$ cat src/rtl/instr_fetch.sv
// instr_fetch: assembles 1-3 byte instructions from byte-wide program memory for the cpu.
// Define INSTR_FETCH_STATS_EN to add the o_instr_count accepted-instruction counter.
module instr_fetch #(
  parameter int ADDR_W = 16,
  parameter logic [ADDR_W-1:0] RESET_PC = '0
) (
  input  logic              i_clk,
  input  logic              i_rst,
  input  logic              i_cpu_wait,
  input  logic              i_pc_load,
  input  logic [ADDR_W-1:0] i_pc_value,
  output logic [ADDR_W-1:0] o_mem_addr,
  output logic              o_mem_rd,
  input  logic [7:0]        i_mem_data,
  input  logic              i_mem_valid,
  output logic              o_instr_ready,
  output logic [7:0]        o_opcode,
  output logic [7:0]        o_data1,
  output logic [7:0]        o_data2,
  output logic [ADDR_W-1:0] o_instr_pc
`ifdef INSTR_FETCH_STATS_EN
  ,output logic [15:0]      o_instr_count
`endif
);
  typedef enum logic [1:0] {FETCH_OP, FETCH_D1, FETCH_D2, PRESENT} state_t;
  state_t state;
  logic [ADDR_W-1:0] ptr;
  assign o_mem_addr = ptr;
  assign o_mem_rd = state != PRESENT;
  assign o_instr_ready = state == PRESENT;
  always_ff @(posedge i_clk) begin
    if (i_rst) begin
      state <= FETCH_OP;
      ptr <= RESET_PC;
      o_opcode <= '0;
      o_data1 <= '0;
      o_data2 <= '0;
      o_instr_pc <= RESET_PC;
    end else if (i_pc_load) begin
      state <= FETCH_OP;
      ptr <= i_pc_value;
    end else begin
      case (state)
        FETCH_OP: if (i_mem_valid) begin
          o_opcode <= i_mem_data;
          o_instr_pc <= ptr;
          o_data1 <= '0;
          o_data2 <= '0;
          ptr <= ptr + 1'b1;
          state <= i_mem_data[7:6] == 2'b00 ? PRESENT : FETCH_D1;
        end
        FETCH_D1: if (i_mem_valid) begin
          o_data1 <= i_mem_data;
          ptr <= ptr + 1'b1;
          state <= o_opcode[7:6] == 2'b01 ? PRESENT : FETCH_D2;
        end
        FETCH_D2: if (i_mem_valid) begin
          o_data2 <= i_mem_data;
          ptr <= ptr + 1'b1;
          state <= PRESENT;
        end
        default: if (!i_cpu_wait) state <= FETCH_OP;
      endcase
    end
  end
`ifdef INSTR_FETCH_STATS_EN
  // acceptance is counted even when a redirect overrides the state change
  always_ff @(posedge i_clk) begin
    if (i_rst) o_instr_count <= '0;
    else if (o_instr_ready && !i_cpu_wait) o_instr_count <= o_instr_count + 16'd1;
  end
`endif
endmodule

$ cat config.mk
export PLATFORM = sky130hd
export DESIGN_NAME = instr_fetch
export DESIGN_NICKNAME = d
export VERILOG_FILES = /design/src/rtl/instr_fetch.sv
export SDC_FILE = /design/constraint.sdc
export NUM_CORES = 1
export LEC_CHECK = 0
export ABC_AREA = 1
export CAP_MARGIN = 20
export CORE_MARGIN = 3
export CORE_UTILIZATION = 46
export DETAILED_ROUTE_END_ITERATION = 8
export PLACE_DENSITY = 0.8
export SETUP_SLACK_MARGIN = 0.05
export SYNTH_ARGS = -nofsm -noshare
export SYNTH_HDL_FRONTEND = slang
export SYNTH_SLANG_ARGS = --single-unit
$ cat constraint.sdc
create_clock -name i_clk -period 1.9 [get_ports i_clk]
set_input_delay 0.38 -clock i_clk [delete_from_list [all_inputs] [get_ports i_clk]]
set_output_delay 0.38 -clock i_clk [all_outputs]
set_load 0.02 [all_outputs]
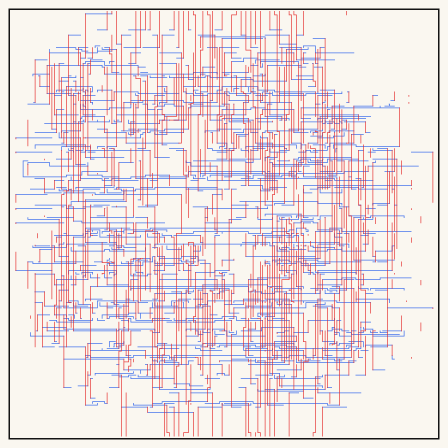
**Above:** run 1 (wiring by layer).
Two of the layers only.
layer	colour	wire length
M1	blue	3520 um
M2	red	4020 um
vias after detailed routing: 2878
aggregate routed wire length: 8210 um
overall global routing resource usage: 0.254
average routed wire per standard cell: 15.1 um

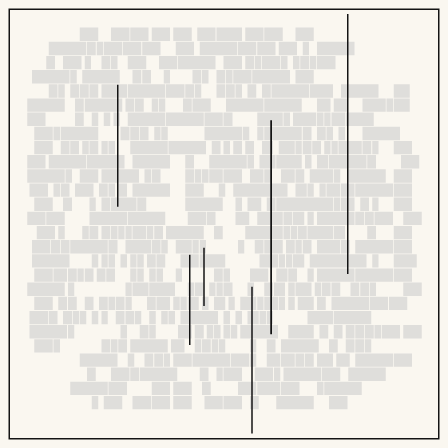
**Above:** run 1 (met4 routing).
nets with wire on the layer	5
share of all routed wire	2.1%
main direction	vertical

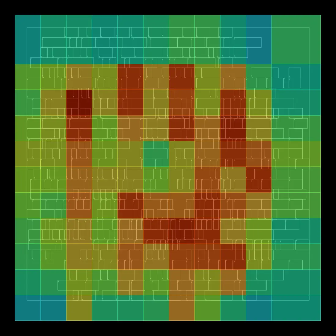
**Above:** run 1 (routing congestion).
busiest layer in global routing: met2
final core area utilization: 0.703
met3 capacity usage during global routing: 0.0477
global routing usage on met2: 0.413
met1 global-route usage: 0.329

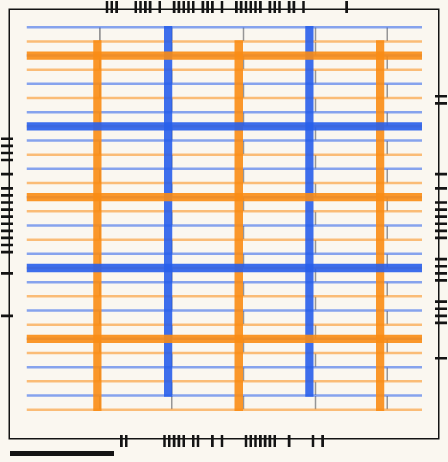
**Above:** run 1 (floorplan with the power grid).
Bar = 20 um. Pins as bars on the die edge. Tap cells in grey.
net	colour
VDD	blue
VSS	orange
met4 straps	5
signal pins	87
Core ar.: 5570 sq um
worst vdd ir: 522 uV
Die Width: 82.2 um

==> run notes, run 1 <==
Implementation results. In this run, power in flip-flops and latches comes to 0.00131 W. The run finished with clean final reports. By instance count after routing, the leading logic cell types are nand2_1 (92), clkdlybuf4s50_1 (81), dfxtp_1 (58), a21oi_1 (54), nand3_1 (45). Number of nets still failing antenna checks after routing landed at 0. The final timing report counts setup violations totalling 0. Maximum number of pins on one net before global-route repair landed at approximately 40. The synthesis stats list as the most numerous cell nand2_1. For this run, combinational gates with multiple inputs come to 268. Switching power as a share of total power landed at 0.268. Fraction of the cycle the final worst path needs landed at 0.949.

Number of placed I/O pins landed at 87. Post-synthesis cell count from yosys landed at 371. Yosys reports the multiplexer fraction of the synthesized area as 0. Number of rows in the core area landed at 27.

AND-OR/OR-AND share of the synthesized area landed at 0.164. The average instance in the mapped netlist occupies 7.20 sq um. The critical path in this run is classified as flip-flop to output pin. The timing report gives the clock slew at the launch and capture registers of the worst setup and hold paths as 60 ps.

After layout, the inverter instance count without clock inverters stands at 27. The highest layer touched by signal routing is met4. For this run, asynchronously set or reset flops after synthesis account for 0. Buffer-and-inverter tally for the worst setup path landed at 1.

The tightest min-delay check is of the input port to flip-flop type. Clock tree synthesis found a total of 58 sinks. The sequential cells in the finished layout cover a total of roughly 1200 sq um. Global placer's final weighted congestion landed at 0.877. STA classifies the critical path startpoint as a flip-flop. Per the synth stats, the flop cell with the highest instance count is dfxtp_1.

Share of final-layout standard cells stronger than drive strength 1 landed at 0.102. TritonCTS built the clock tree. The routed design shows a via density per instance of between 5 and 6. The warning tally printed by Yosys for this design is 0. Critical path data arrival time landed at about 1400 ps. The synthesis report lists the most area-consuming cells as dfxtp_1 (43%), nand2_1 (13%), a21oi_1 (10%), nand3_1 (8.4%), inv_1 (3.5%). Iteration tally of the first detailed-router pass landed at 5. The via count of the first global-routing pass was about 2.7k.

Final global-route overflow total landed at 0. Number of distinct library cells after synthesis landed at 30. The first global-routing pass estimated 13200 um of wire. CTS placed an instance of clkbuf_8 at the clock tree root. Detailed-route iteration 0 reported a violation count of ~200. Final max-slew violation count landed at 0. Maximum achievable frequency landed at between 500 and 600 MHz. Power density of the placed cells landed at around 810 nW/um^2. Later-pin clock latency in the skew report landed at 330 ps. Non-clock buffer count in the final layout landed at 103. Broken down by cell family, the worst path's largest delay share belongs to buffers and inverters. STA on the placed design reports a worst setup slack of -67.7 ps. Flip-flop and latch count after synthesis landed at slightly below 60. Flop count landed at between 50 and 60. Share of the final layout cell area in multi-input gates landed at 0.339. In this run, synthesis inferred 0 flip-flops with an integrated enable. Buffer depth of the longest clock path landed at 2.

Post-layout net count landed at between 500 and 600. The slew check shows that the tightest pin keeps a relative margin of 0.688. STA classifies the critical path endpoint as an output pin. The flow inserted just over 70 tap cells.

The number of nets handed over by synthesis was 407. Count of clock-net buffers in the final layout landed at 12. DRC violation count after routing landed at 0. The share of total power dissipated in the clock network is 0.414. The number of clock buffers added by TritonCTS is 9. Post-cts sizing count landed at 3.

Minimum clock period after layout landed at 1800 ps. The largest share of the power goes to registers. The script extracted a total leakage power of 1.50 nW.

The cell-mix breakdown from Yosys lists the adder-cell area share as 0.0328. Net switching power of the design landed at 0.000850 W. Count of input and output buffers landed at 86. The wire-length estimate of the detail-placed layout is around 5700 um. Number of setup buffers added after CTS landed at 0.

Part of the total power dissipated in combinational logic landed at 0.172.
run 1: final timing paths:
kind,from,to,slack (ps),cells after the start
setup / recovery,o_mem_addr[13],o_mem_addr[13],100,1
hold reg to reg,o_instr_pc[10],o_instr_pc[10],460,2
setup reg to reg,state[0],o_mem_addr[4],160,7
hold / removal,i_rst,o_instr_pc[7],430,2
run 1: metrics by stage:
stage | power [W] | hold WS (ps) | std cells | cell area (sq um) | setup TNS (ps)
after floorplan | 0.00161 | 523 | 371 | 2670 | 0
after global placement | 0.00186 | 444 | 528 | 3680 | 0
after detailed placement | 0.00187 | 451 | 528 | 3680 | -87.7
after CTS | 0.00316 | 425 | 544 | 3910 | 0
after global routing | 0.00328 | 439 | 544 | 3920 | 0
final | 0.00317 | 432 | 544 | 3920 | 0
**Run 1: layout detail**

Region (49, 8) to (74, 33) um. Cells in grey, sequential cells in the stronger grey; small squares are vias.
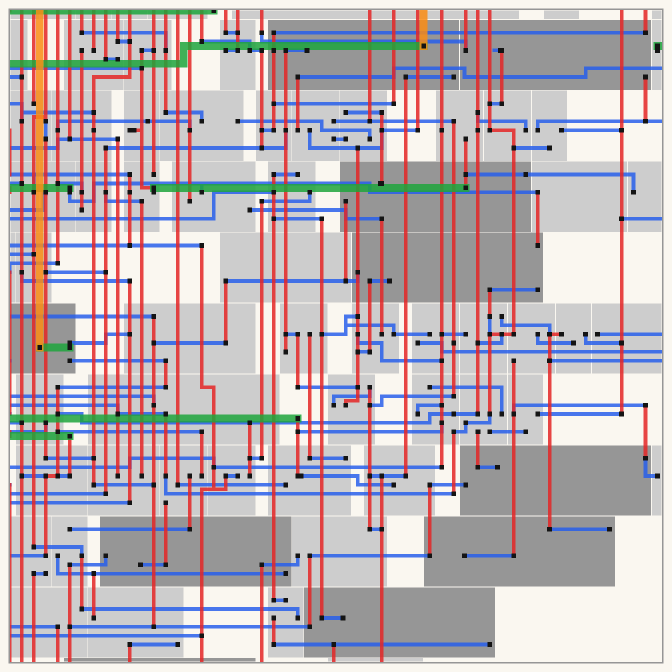

==> run 2: changes to the inputs <==
--- a/config.mk
+++ b/config.mk
@@ -7,7 +7,7 @@
 export LEC_CHECK = 0
 export ABC_AREA = 1
 export CAP_MARGIN = 20
-export CORE_MARGIN = 3
+export CORE_MARGIN = 8
 export CORE_UTILIZATION = 46
 export DETAILED_ROUTE_END_ITERATION = 8
 export PLACE_DENSITY = 0.8
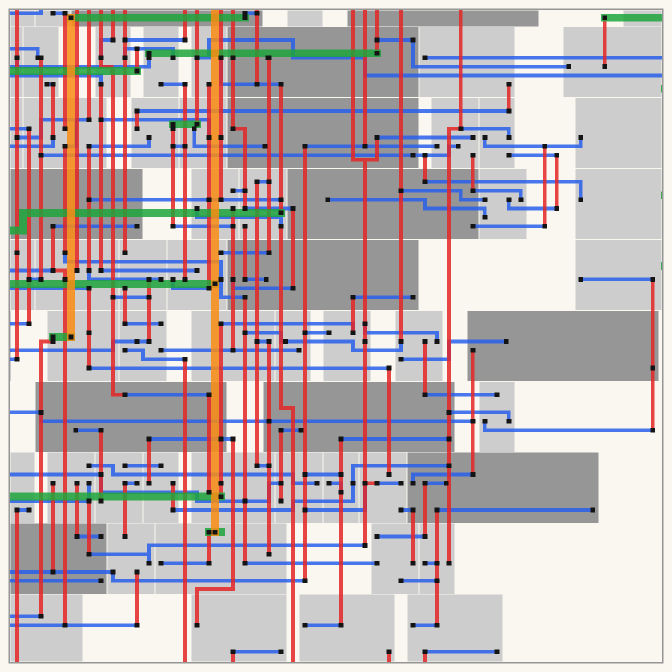
**Above:** run 2 (layout detail).
Region (57, 11) to (82, 36) um. Cells in grey, sequential cells in the stronger grey; small squares are vias.
layer	colour
M3	green
M2	red
M4	orange
M1	blue
most frequent	dfxtp_1 (10), nand2_1 (9), a21oi_1 (8)
cells with their middle in the window	53
netlist names of flops here include	o_instr_pc (5), o_mem_addr (5)
sequential cells in the window	10

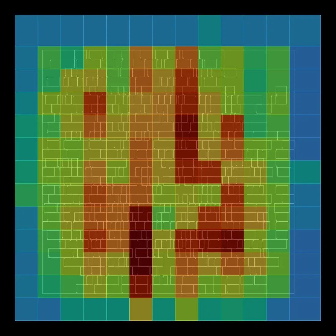
**Above:** run 2 (routing congestion).
overall global routing resource usage: 0.197
global routing usage on met2: 0.316

==> run 2 against run 1 <==
  * Global-route usage fell by 5.7 points
  * Sequential power is essentially flat
  * Total power fell by 4.7%
  * Utilization shrank 0.72 points
  * Via count fell by 1.1%
  * Synthesized area unchanged
  * Synthesized cell count unchanged
  * Non-clock buffer count decreased by 1
  * Die size is 26% higher
  * Clock skew down 1.3 ps
  * Critical path type unchanged
  * Largest power group unchanged
==> run notes, run 2 <==
Implementation results. Final non-filler cell area landed at 3880 sq um. The routed layout has 2847 vias. Wire length of the first global-routing pass landed at 13400 um.

The routed design could run at a clock period as short as 1820 ps. Per the OpenROAD power report, switching power amounts to 0.000903 W. TritonCTS built the clock tree.

Post-detailed-route via-to-cell ratio landed at 5.24. Later-pin clock latency in the skew report landed at roughly 350 ps. For reference, the critical path is launched at o_mem_addr[5]. Number of rows in the core area landed at 27. In this design, the largest share of critical-path delay is due to buffers and inverters. Number of nets still failing antenna checks after routing landed at 0. Leakage power total landed at about 1.5 nW. The via count of the first global-routing pass came to 2793. Counting every net in the synthesized netlist gives roughly 410. Clock network power share landed at 0.389. Final max-slew violation count landed at 0. Post-CTS clock slew at the launch and capture registers of the worst setup and hold paths landed at 80 ps. Looking at the group totals, the largest power group turns out to be registers.

The power report attributes to the combinational group a share of 0.176. Final global-route overflow total landed at 0. Depth of the critical timing path with buffers and inverters included landed at 1. For flop-to-flop paths, the worst setup slack is 280 ps. CTS placed an instance of clkbuf_8 at the clock tree root. Remaining max-slew budget at the tightest pin landed at 0.692.

The pre-antenna-repair detailed-routing pass consisted of 4 iterations. Post-synthesis area per instance landed at 7.20 sq um. STA classifies the critical path startpoint as a flip-flop.

Switching power as a share of total power landed at 0.299. 87 I/O pins were placed. Number of cells on the worst hold path landed at 2. Maximum number of pins on one net before global-route repair landed at 40.

Clock tree synthesis found a total of 58 sinks. Routed wire length per instance landed at around 15 um. Post-layout net count landed at 502. For met1 alone, demand over resource in global routing was 0.234. In this run the worst setup path terminates at o_mem_addr[5].

Checking hold timing, the worst path is listed with class input port to flip-flop. CTS added clock buffers totalling 9. Buffer-and-inverter tally for the worst setup path landed at 1.

Die span in x landed at 92.2 um. Violation count after the first detailed-route iteration landed at ~170. As logged by OpenROAD, the buffers inserted on ports number 86. The worst setup path is of the flip-flop to output pin kind. Pre-CTS setup slack landed at -33.1 ps. Flip-flop and latch count after synthesis landed at 58. The most critical hold endpoint after final layout shows a slack of 371 ps. Placed cell count landed at 527. After synthesis, the netlist uses 30 different library cells. Looking at the hold checks, the worst path lands on o_instr_pc[2]. Number of synthesis warnings landed at 0. Worst reg2reg path depth landed at 8.

Fraction of the cycle the final worst path needs landed at 0.956. Share of final-layout standard cells stronger than drive strength 1 landed at 0.102. The flow ran to the end, and the final reports show no timing, DRC or antenna violations.

The highest layer touched by signal routing is met4. Per the OpenROAD floorplan log, the area of the core is 5570 sq um. In the global route stage, met3 resource usage came out at 0.0562.

Detailed placement ended at an HPWL of 5940 um. The global routing stage identified its most utilized layer as met2. DRC violation count after routing landed at 0. In this run, the synthesized area fraction spent on AND-OR/OR-AND gates is recorded as 0.164. Data on the critical path arrives at its endpoint at 1440 ps.

The synthesized netlist was found by Yosys to have around 370 cells. Area fraction in full adders, half adders and majority gates landed at 0.0328. Looking at the reg2reg group, the worst path ends at o_mem_addr[12]. Worst IR drop on VDD landed at a little over 600 uV. The completed layout was analyzed and its total power is about 0.0030 W. The most used flip-flop cell after synthesis is dfxtp_1. The wire length recorded after detailed routing is 8270 um. The startpoint identified for the worst hold timing path is i_rst.
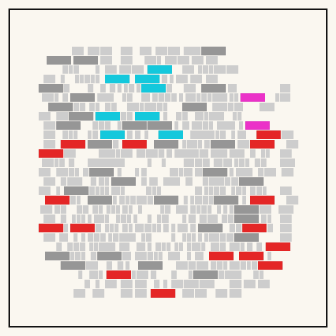
**Above:** run 2 (where the registers sit).
name in the netlist	colour	flops
o_instr_pc	red	16
state	magenta	2
o_data1	cyan	8
not coloured	32
storage element area: 1160 sq um
Seq group: 0.00131 W
final core area utilization: 0.696
register share of the cell area: 0.299

==> run 2: cells by family (layout without fill, tap and decap cells) <==
| kind of cell | after synthesis | count (layout) |
|---|---|---|
| simple gates | 174 | 174 |
| fa+ha+maj | 7 | 7 |
| buf+inv | 45 | 145 |
| compound gates | 83 | 83 |
| xor+xnor | 4 | 4 |
| flops | 58 | 58 |
==> run 2: layout make-up <==
cell class	count	area (sq um)	area share
clock inverter	7	77.6	0.0200
inverter	27	101	0.0261
timing repair buffer	102	998	0.257
clock buffer	9	124	0.0319
tap	72	90.1	0.0232
multi-input combinational	268	1330	0.342
sequential	58	1160	0.299
==> run 2: timing repair <==
action                     4_1_cts  5_1_grt
hold buffers                     0        0
hold endpoints to repair         0        0
pin swaps                        0        0
buffers inserted                 0        0
setup endpoints to repair        2       14
resized                          2        7
Power and IR drop assume default switching activity.
